### src/rtl/acc_core_pkg.sv
// Shared definitions for the accumulator core: opcode values, instruction field
// width and the instruction-cycle state encoding.
package acc_core_pkg;

   localparam int OP_W = 4;

   localparam logic [OP_W-1:0] OP_LOAD  = 4'd0;
   localparam logic [OP_W-1:0] OP_STORE = 4'd1;
   localparam logic [OP_W-1:0] OP_ADD   = 4'd2;
   localparam logic [OP_W-1:0] OP_LOOP  = 4'd3;
   localparam logic [OP_W-1:0] OP_JMP   = 4'd4;
   localparam logic [OP_W-1:0] OP_BZ    = 4'd5;
   localparam logic [OP_W-1:0] OP_SETDP = 4'd6;
   localparam logic [OP_W-1:0] OP_INCDP = 4'd7;
   localparam logic [OP_W-1:0] OP_HALT  = 4'd8;

   typedef enum logic [2:0] {
      S_ADDR,
      S_FETCH,
      S_EXEC,
      S_WB,
      S_HALT
   } state_t;

   // LOAD and STORE are the only opcodes that steer the address bus to the data pointer.
   function automatic logic isDataOp(input logic [OP_W-1:0] op);
      return (op == OP_LOAD) || (op == OP_STORE);
   endfunction

endpackage

### src/rtl/acc_core_p_tick_gen.sv
// Execution tick generator: divides the system clock so that one tick is high
// for a single clock every CLK_DIV clocks.
module tick_gen #(
   parameter int CLK_DIV = 10
) (
   input  logic clock,
   input  logic reset_n,
   output logic tick
);

   localparam int DIV_W = (CLK_DIV > 1) ? $clog2(CLK_DIV) : 1;
   localparam logic [DIV_W-1:0] DIV_MAX = DIV_W'(CLK_DIV - 1);

   logic [DIV_W-1:0] r_div;

   assign tick = (r_div == DIV_MAX);

   always_ff @(posedge clock or negedge reset_n) begin
      if (!reset_n) begin
         r_div <= '0;
      end else if (tick) begin
         r_div <= '0;
      end else begin
         r_div <= r_div + DIV_W'(1);
      end
   end

endmodule

### src/rtl/acc_core_p.sv
// Parametrised accumulator core sharing one memory port between instruction
// fetch and LOAD/STORE data accesses; each instruction takes four execution ticks.
module acc_core_p
   import acc_core_pkg::*;
#(
   parameter int DATA_W     = 16,
   parameter int ADDR_W     = 15,
   parameter int START_ADDR = 9216,
   parameter int DATA_LIMIT = 8000,
   parameter int CLK_DIV    = 10
) (
   input  logic              clock,
   input  logic              reset_n,
   input  logic [DATA_W-1:0] datain,
   output logic [ADDR_W-1:0] addrout,
   output logic [DATA_W-1:0] dataout,
   output logic              we,
   output logic              halted
);

   localparam int IMM_W = DATA_W - OP_W;

   state_t            r_state;
   logic [DATA_W-1:0] r_acc;
   logic [DATA_W-1:0] r_ir;
   logic [ADDR_W-1:0] r_pc;
   logic [ADDR_W-1:0] r_dptr;
   logic              r_selData;
   logic              r_we;
   logic              r_halted;

   logic              w_tick;
   logic [OP_W-1:0]   w_op;
   logic [IMM_W-1:0]  w_imm;
   logic [ADDR_W-1:0] w_pcInc;
   logic [ADDR_W-1:0] w_target;
   logic [DATA_W-1:0] w_addend;

   tick_gen #(.CLK_DIV(CLK_DIV)) u_tickGen (
      .clock   (clock),
      .reset_n (reset_n),
      .tick    (w_tick)
   );

   // Any data-pointer result beyond the window folds back to address 0.
   function automatic logic [ADDR_W-1:0] boundDptr(input logic [31:0] v);
      if (v > 32'(DATA_LIMIT)) return '0;
      return ADDR_W'(v);
   endfunction

   assign w_op     = r_ir[OP_W-1:0];
   assign w_imm    = r_ir[DATA_W-1:OP_W];
   assign w_pcInc  = r_pc + ADDR_W'(1);
   assign w_target = ADDR_W'(32'(START_ADDR) + 32'(w_imm));
   assign w_addend = (w_imm == '0) ? DATA_W'(1) : DATA_W'(w_imm);

   assign addrout = r_selData ? r_dptr : r_pc;
   assign dataout = r_acc;
   assign we      = r_we;
   assign halted  = r_halted;

   always_ff @(posedge clock or negedge reset_n) begin
      if (!reset_n) begin
         r_state   <= S_ADDR;
         r_acc     <= '0;
         r_ir      <= '0;
         r_pc      <= ADDR_W'(START_ADDR);
         r_dptr    <= '0;
         r_selData <= 1'b0;
         r_we      <= 1'b0;
         r_halted  <= 1'b0;
      end else begin
         // Write strobe lasts exactly one clock regardless of tick timing.
         r_we <= 1'b0;
         if (w_tick) begin
            case (r_state)
               S_ADDR: r_state <= S_FETCH;
               S_FETCH: begin
                  r_ir <= datain;
                  if (isDataOp(datain[OP_W-1:0])) r_selData <= 1'b1;
                  r_state <= S_EXEC;
               end
               S_EXEC: begin
                  r_we    <= (w_op == OP_STORE);
                  r_state <= S_WB;
               end
               S_WB: begin
                  r_selData <= 1'b0;
                  r_state   <= S_ADDR;
                  case (w_op)
                     OP_LOAD: begin
                        r_acc <= datain;
                        r_pc  <= w_pcInc;
                     end
                     OP_ADD: begin
                        r_acc <= r_acc + w_addend;
                        r_pc  <= w_pcInc;
                     end
                     OP_LOOP: begin
                        r_dptr <= boundDptr(32'(r_dptr) + 32'd1);
                        r_pc   <= ADDR_W'(START_ADDR);
                     end
                     OP_JMP: r_pc <= w_target;
                     OP_BZ:  r_pc <= (r_acc == '0) ? w_target : w_pcInc;
                     OP_SETDP: begin
                        r_dptr <= boundDptr(32'(w_imm));
                        r_pc   <= w_pcInc;
                     end
                     OP_INCDP: begin
                        r_dptr <= boundDptr(32'(r_dptr) + 32'd1);
                        r_pc   <= w_pcInc;
                     end
                     OP_HALT: begin
                        r_state  <= S_HALT;
                        r_halted <= 1'b1;
                     end
                     default: r_pc <= w_pcInc;
                  endcase
               end
               S_HALT: r_state <= S_HALT;
               default: r_state <= S_ADDR;
            endcase
         end
      end
   end

endmodule

### config.mk
export PLATFORM = sky130hd
export DESIGN_NAME = acc_core_p
export DESIGN_NICKNAME = d
export VERILOG_FILES = /design/src/rtl/acc_core_pkg.sv /design/src/rtl/acc_core_p_tick_gen.sv /design/src/rtl/acc_core_p.sv
export SDC_FILE = /design/constraint.sdc
export NUM_CORES = 1
export LEC_CHECK = 0
export CAP_MARGIN = 15
export CORE_ASPECT_RATIO = 1.5
export CORE_MARGIN = 2
export CORE_UTILIZATION = 48
export CTS_CLUSTER_SIZE = 25
export DETAILED_ROUTE_END_ITERATION = 8
export PLACE_DENSITY = 0.69
export SYNTH_ARGS = -nofsm -noshare
export SYNTH_HDL_FRONTEND = slang
export SYNTH_SLANG_ARGS = --single-unit
### constraint.sdc
create_clock -name clock -period 8.6 [get_ports clock]
set_clock_uncertainty 0.2 [all_clocks]
set_input_delay 1.29 -clock clock [delete_from_list [all_inputs] [get_ports clock]]
set_output_delay 1.29 -clock clock [all_outputs]
set_load 0.01 [all_outputs]
### Gate-type map, run 1

(4 px per µm)
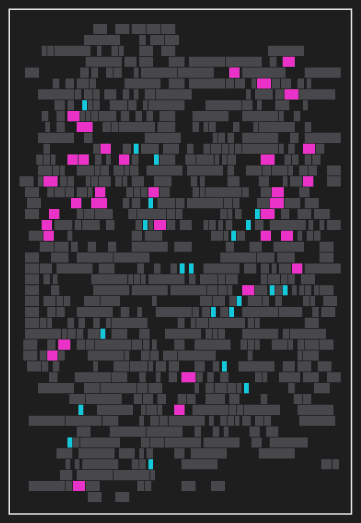
- cyan: inv cells (cells 21; most used inv_1)
- magenta: non-inverting ao/oa cells (cells 34; most used o21a_1)

### Metal 3, run 1

(2 px per µm)
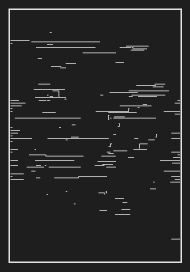
- nets with wire on the layer: 88
- share of all routed wire: 5.7%
- wire length on this layer: 758 µm
Routed WL: 13.3 mm
met3 Usage GRT: 0.0452

### Sizing map, run 1

(4 px per µm)
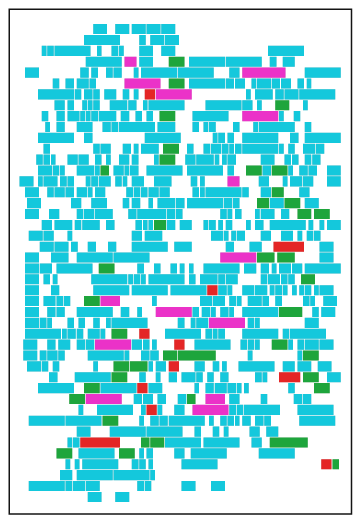
- magenta: _6 and larger (cells 14; share 2.4%)
- green: _2 cells (cells 41; share 7.1%)
- red: _3 and _4 cells (cells 11; share 1.9%)
- cyan: _0 and _1 cells (cells 511; share 89%)
setup ws final: 5.01 ns
Non-clk bufs: 56
Synth-to-Final Area Change: 17.8%
fin area: 5590 µm²

==> run_results.csv, run 1 <==
group,metric,value,unit
outcome,status,"completed",
cells_and_area,inverters,21,
worst_setup_path,worstPathBufferInverterCount,2,
worst_setup_path,startpoint_type,"flip-flop",
clock_tree,cts.sinks,72,
clock_tree,insertion_delay,0.33,ns
worst_setup_path,crit_cells,14,
worst_setup_path,regToRegSetupSlack,5.01,ns
routing,routed_via_density,6.39,
clock_tree,cts_root_buf,"clkbuf_16",
routing,topRoutingLayerUsed,"met4",
synthesis,fp_nets,575,
synthesis,ys_ff,72,
clock_tree,clk_pin_slew,0.06,ns
worst_setup_path,startpoint,"r_ir[14]",
place,hpwl,9.60,mm
routing,first_pass_iters,5,
place,gp_congestion,0.916,
synthesis,synth_area,4750,µm²
worst_setup_path,path_class,"flip-flop to flip-flop",
synthesis,edf_count,0,
synthesis,yosys_area,4750,µm²
cells_and_area,nets,607,
synthesis,synthArstFlopShare,1.00,
global_routing,grt_pass1_vias,4354,
pwr,peakVddDrop,0.000119,V
cells_and_area,ff_count,72,
final_timing,rsz0062_at_grt,"no",
## run 1: power by group
part	internal (mW)	total (mW)	switching, mW
logic	0.0486	0.104	0.0558
clock network	0.242	0.393	0.150
registers	0.350	0.370	0.0194
## run 1: cells by family after synthesis
logic type	count (synthesis)	share of synthesized area
AND/OR/NAND/NOR	190	0.218
AND-OR/OR-AND	172	0.230
flip-flops	72	0.380
buffers and inverters	56	0.0503
multiplexers	25	0.0598
adder cells (fa/ha/maj)	17	0.0464
XOR/XNOR	8	0.0163
## run 1: synthesized netlist by cell type, drive strengths merged, types with 2 or more instances
library cell	count	area, µm²
a211o	3	26.3
a211oi	2	15.0
a21boi	2	15.0
a21o	7	52.6
a21oi	24	120
a221o	4	40.0
a22o	2	17.5
a2bb2oi	2	17.5
a31o	3	26.3
a31oi	8	50.1
a32oi	8	70.1
and2	6	37.5
and3	15	93.8
buf	10	66.3
clkbuf	25	93.8
dfrtp	70	1750
dfstp	2	52.6
ha	16	200
inv	21	78.8
mux2	24	274
nand2	59	221
nand2b	4	25.0
nand3	18	110
nand4	7	50.1
nor2	26	100
nor2b	4	25.0
nor3	16	85.1
nor3b	5	37.5
nor4	15	115
nor4b	2	17.5
o211ai	4	30.0
o21a	9	67.6
o21ai	73	369
o22ai	5	31.3
o31ai	4	30.0
o41ai	2	17.5
or2	2	12.5
or3	4	25.0
or4	3	22.5
xnor2	5	43.8
xor2	3	33.8
## run 1: stage by stage
stage | util | power, mW | std cells | worst slack, ns
after detailed placement | 0.548 | 0.479 | 676 | 5.05
after global routing | 0.581 | 0.902 | 692 | 4.74
after global placement | 0.548 | 0.477 | 676 | 5.19
final | 0.581 | 0.867 | 692 | 5.01
after CTS | 0.581 | 0.871 | 692 | 5.05
after floorplan | - | 0.432 | 540 | 5.45
--- run 2 (diff from run 1) ---
--- a/config.mk
+++ b/config.mk
@@ -11,7 +11,7 @@
 export CORE_UTILIZATION = 48
 export CTS_CLUSTER_SIZE = 25
 export DETAILED_ROUTE_END_ITERATION = 8
-export PLACE_DENSITY = 0.69
+export PLACE_DENSITY = 0.72
 export SYNTH_ARGS = -nofsm -noshare
 export SYNTH_HDL_FRONTEND = slang
 export SYNTH_SLANG_ARGS = --single-unit
==> constraint.sdc (replaced) <==
create_clock -name clock -period 3 [get_ports clock]
set_clock_uncertainty 0.2 [all_clocks]
set_input_delay 0.45 -clock clock [delete_from_list [all_inputs] [get_ports clock]]
set_output_delay 0.45 -clock clock [all_outputs]
set_load 0.01 [all_outputs]
### M2 wires, run 2

(2 px per µm) Cells faint in the background.
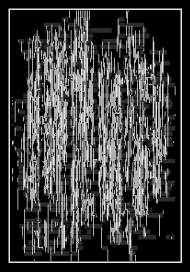
- main direction: vertical
- nets with wire on the layer: 564
- wire length on this layer: 7,240 µm

### Metal 3, run 2

(2 px per µm)
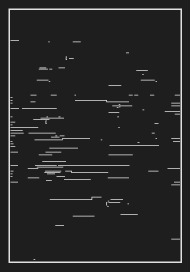
- wire length on this layer: 580 µm
- share of all routed wire: 4.2%

### Sizing map, run 2

(4 px per µm)
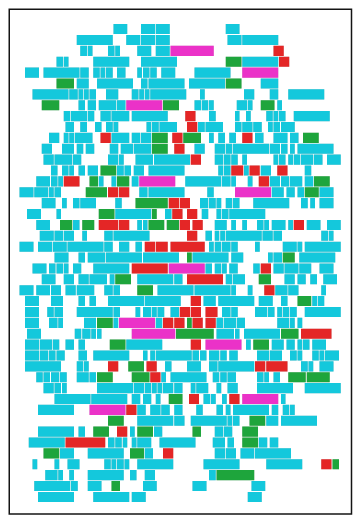
- cyan: _0 and _1 cells (cells 495; share 81%)
- red: _3 and _4 cells (cells 55; share 9.0%)
- magenta: _6 and larger (cells 11; share 1.8%)
- green: _2 cells (cells 53; share 8.6%)

==> run 2 against run 1 <==
The run now ends with setup timing left. Maximum frequency is 19% higher. Register-to-register slack worse by 5.0 ns. Combinational power went up to 3.5 times the previous value. Die size stayed put. Critical path depth is 1 higher. Area after synthesis stayed put. Critical endpoint is now dataout[8]. Sequential power went up to 2.8 times the previous value. Largest cell class unchanged. Clock-buffer cell count is 1 lower. Non-clock buffer count is 37 higher. Core utilization is 3.9 points higher. Design area is 6.8% higher. First-iteration DRC count is 20% lower.
==> run_results.csv, run 2 <==
group,metric,value,unit
synthesis,top_cells_by_count,"dfrtp_1, o21ai_0, nand2_1, clkbuf_1, nor2_1",
worst_setup_path,path_class,"flip-flop to flip-flop",
clock_tree,clk_pin_slew,0.06,ns
worst_setup_path,startpoint_type,"flip-flop",
final_timing,finalSetupViolations,1,
pwr,peakVddDrop,0.000308,V
synthesis,yosys_area,4750,µm²
synthesis,synth.most_common_cell,"dfrtp_1",
routing,routed_via_density,6.33,
outcome,status,"complete, but fails checks",
synthesis,edf_count,0,
synthesis,synth.area.top_cells,"dfrtp_1, o21ai_0, mux2_2",
synthesis,synthArstFlopShare,1.00,
outcome,violations,"setup timing",
synthesis,fp_nets,575,
synthesis,ys_ff,72,
cells_and_area,drive_above_1_share,0.194,
synthesis,yosysTopAreaCell,"dfrtp_1",
die,die_y,126,µm
place,place_inst,709,
hold_path,hold_path_class,"input port to asynchronous set/reset pin",
final_timing,fin_ws,-0.0121,ns
global_routing,grt_start_max_net_pins,73,
place,portBuffers,50,
routing,first_pass_iters,8,
clock_tree,cts_max_level,3,
routing,dr_total_vias,4614,
place,hpwl,10.1,mm
final_timing,rsz0062_at_grt,"yes",
cells_and_area,nets,644,
clock_tree,cts.sinks,72,
global_routing,grt_pass1_vias,4537,
synthesis,yosysTopAreaCellShare,0.369,
synthesis,synth_area,4750,µm²
synthesis,synth-main-ff-cell,"dfrtp_1",
cells_and_area,finalNonFillerCells,729,
clock_tree,cts_root_buf,"clkbuf_16",
routing,routed_wirelength,13.7,mm
worst_setup_path,worstPathBufferInverterCount,3,
cells_and_area,synthToLayoutAreaGrowth,25.8,%
global_routing,grt_first_pass_wirelength,22.2,mm
pwr,power,2.58,mW
place,gp_congestion,0.883,
clock_tree,insertion_delay,0.35,ns
routing,drc,0,
clock_tree,cts_tree,"built",
clock_tree,clock_path_buffers,2,
run 2: stage by stage:
step	worst slack [ns]	instance area, µm²	TNS [ns]	hold slack [ns]	util
after floorplan	0.000270	4750	0	-0.0456	-
after global placement	-0.120	5530	-0.360	0.260	0.574
after detailed placement	-0.199	5530	-0.564	0.265	0.574
after CTS	0.00676	5910	0	0.175	0.613
after global routing	-0.160	5970	-0.439	0.213	0.620
final	-0.0121	5970	-0.0121	0.118	0.620
run 2: logic make-up (layout without fill, tap and decap cells):
group,after synthesis,count (layout),synth area share
mux,25,25,0.0598
fa+ha+maj,17,17,0.0464
simple gates,190,190,0.218
buf+inv,56,130,0.0503
flops,72,72,0.380
compound gates,172,172,0.230
xor+xnor,8,8,0.0163
run 2: power by group:
part	total, mW	switching, mW	internal [mW]
registers	1.05	0.0422	1.00
logic	0.363	0.190	0.173
clock network	1.17	0.440	0.732
run 2: final cells by class:
type | count | area [µm²] | area share
Sequential cell | 72 | 1800 | 0.302
Tap cell | 115 | 144 | 0.0241
Inverter | 21 | 78.8 | 0.0132
Multi-Input combinational cell | 412 | 2800 | 0.470
Timing Repair Buffer | 93 | 818 | 0.137
Clock inverter | 6 | 93.8 | 0.0157
Clock buffer | 10 | 229 | 0.0383
run 2: per-layer routing:
metal	up-vias	GRT usage	share of wire
met3	48	0.0367	0.042
met2	148	0.460	0.53
li1	2140	-	-
met1	2278	0.303	0.39
met4	0	0.132	0.041
met5	-	0	0
run 2: worst paths after layout:
check	from	to	slack (ns)	depth (start not counted)
max	r_ir[14]	dataout[8]	-0.01	15
min	reset_n	r_dptr[14]	0.12	2
max reg2reg	r_ir[14]	dataout[8]	-0.01	15
min reg2reg	halted	halted	0.28	1
max in group asynchronous	reset_n	dataout[3]	1.85	2
min in group clock	halted	halted	0.28	1
--- run 3 (diff from run 2) ---
--- a/config.mk
+++ b/config.mk
@@ -8,10 +8,11 @@
 export CAP_MARGIN = 15
 export CORE_ASPECT_RATIO = 1.5
 export CORE_MARGIN = 2
-export CORE_UTILIZATION = 48
+export CORE_UTILIZATION = 35
+export CTS_CLUSTER_DIAMETER = 40
 export CTS_CLUSTER_SIZE = 25
 export DETAILED_ROUTE_END_ITERATION = 8
-export PLACE_DENSITY = 0.72
+export SLEW_MARGIN = 30
 export SYNTH_ARGS = -nofsm -noshare
 export SYNTH_HDL_FRONTEND = slang
 export SYNTH_SLANG_ARGS = --single-unit
### Gate-type map, run 3

(3 px per µm)
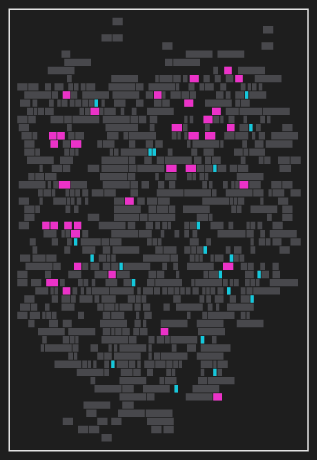
- cyan: inv cells (cells 21; most used inv_1)
- magenta: non-inverting ao/oa cells (cells 34; most used o21a_1)
non-filler cells, final: 780
Comb/total area: 0.466

### Metal 3, run 3

(2 px per µm)
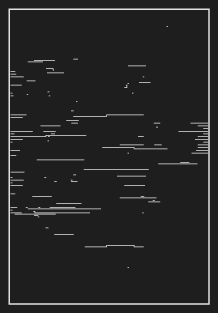
- nets with wire on the layer: 68
- main direction: horizontal
met3 Usage GRT: 0.0359
vias: 4,546
Routed WL: 14.9 mm

### Track usage over the die, run 3

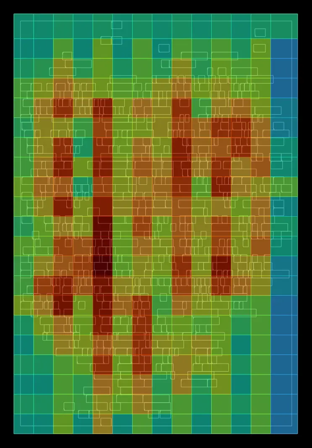
routed length per placed instance: 19.1 µm
fin util: 0.453
total track usage: 0.208

==> run 3 against run 2 <==
Critical endpoint is now dataout[10]. Worst setup slack better by 0.059 ns. Critical path type unchanged. Critical path depth fell by 1. Non-clock buffer count is 5 higher. Combinational power increased by 6.9%. Largest cell class unchanged. Flip-flop count stayed put. Cell count rose by 7.0%. Global-route usage decreased by 5.2 points. The run now ends clean. Routed wire length grew 8.4%.
==> run_results.csv, run 3 <==
group,metric,value,unit
cells_and_area,mi_logic_area,2830,µm²
hold_path,whs_endpoint,"halted",
worst_setup_path,rr_endpoint,"dataout[10]",
synthesis,edf_count,0,
final_timing,finalSetupViolations,0,
hold_path,hold_path_class,"flip-flop to flip-flop",
synthesis,synth.area.top_cells,"dfrtp_1, o21ai_0, mux2_2",
clock_tree,cts_tree,"built",
synthesis,synth_area,4750,µm²
global_routing,grt_first_pass_wirelength,23.9,mm
routing,drc,0,
worst_setup_path,reg2reg_depth,14,
routing,topRoutingLayerUsed,"met4",
synthesis,yosysTopAreaCellShare,0.369,
cells_and_area,synthToLayoutAreaGrowth,27.9,%
die,die_y,147,µm
global_routing,grt_pass1_vias,4622,
place,gp_congestion,0.883,
worst_setup_path,startpoint,"r_ir[15]",
clock_tree,insertion_delay,0.34,ns
global_routing,grt_start_max_net_pins,73,
hold_path,whs_path_depth,1,
worst_setup_path,regToRegSetupSlack,0.05,ns
routing,dr_wl_met3,669,µm
cells_and_area,drive_above_1_share,0.204,
place,portBuffers,50,
worst_setup_path,startpoint_type,"flip-flop",
synthesis,synth-main-ff-cell,"dfrtp_1",
global_routing,grt_util_met2,0.364,
hold_path,min_from,"halted",
synthesis,yosys_area,4750,µm²
clock_tree,cts.sinks,72,
final_timing,rsz0062_at_grt,"yes",
cells_and_area,flop_area,1800,µm²
final_timing,tns,0,ns
pwr,peakVddDrop,0.000244,V
final_timing,fin_ws,0.0470,ns
outcome,status,"completed",
synthesis,ys_ff,72,
synthesis,synthArstFlopShare,1.00,
clock_tree,clk_pin_slew,0.06,ns
synthesis,synth.most_common_cell,"dfrtp_1",
global_routing,grt_most_used_layer,"met2",
clock_tree,cts_root_buf,"clkbuf_16",
synthesis,top_cells_by_count,"dfrtp_1, o21ai_0, nand2_1, clkbuf_1, nor2_1",
place,place_ws,-0.245,ns
routing,routed_via_density,5.83,
[run 3: cell types whose count changed in the layout (fill, tap and decap cells not counted), moves of 2 or more]
cell,delta
o21ai_0,-2
buf_4,+3
clkinv_2,+3
buf_6,+2
clkinv_4,-2
[run 3: how the worst max path moves through the flow]
stage | to | cells past startpoint
floorplan | dataout[12] | 14
global placement | dataout[12] | 14
detailed placement | dataout[12] | 14
CTS | dataout[12] | 14
global route | dataout[10] | 14
finish | dataout[10] | 14
[run 3: per-stage QoR]
| step | area, µm² | power, mW | instances | hold WS, ns |
|---|---|---|---|---|
| final | 6070 | 2.50 | 780 | 0.290 |
| after global routing | 6070 | 2.59 | 780 | 0.313 |
| after CTS | 5970 | 2.49 | 777 | 0.0991 |
| after detailed placement | 5570 | 1.41 | 753 | 0.283 |
| after global placement | 5570 | 1.40 | 753 | 0.273 |
| after floorplan | 4750 | 1.24 | 540 | -0.0456 |
[run 3: kinds of logic (layout without fill, tap and decap cells)]
group,after synthesis,count (layout),share of synthesized area
flip-flops,72,72,0.380
multiplexers,25,25,0.0598
AND/OR/NAND/NOR,190,190,0.218
XOR/XNOR,8,8,0.0163
buffers and inverters,56,134,0.0503
AND-OR/OR-AND,172,172,0.230
adder cells (fa/ha/maj),17,17,0.0464
[run 3: power breakdown]
part / internal (mW) / switching (mW)
registers: 1.00 / 0.0435
clock network: 0.636 / 0.428
logic: 0.185 / 0.203
[run 3: critical path: cells and delay by family (launching register included)]
kind	cells	cell delay (ns)
fa+ha+maj	3	0.52
compound gates	6	0.96
simple gates	3	0.65
flops	1	0.36
buf+inv	2	0.10
[run 3: area by class of cell]
cell class,instances,area share
clock buffer,9,0.0371
clock inverter,6,0.0101
inverter,21,0.0130
multi-input combinational,412,0.466
sequential,72,0.297
tap,162,0.0334
timing repair buffer,98,0.143
No activity file was given, so power comes from the tool's default toggle rates.
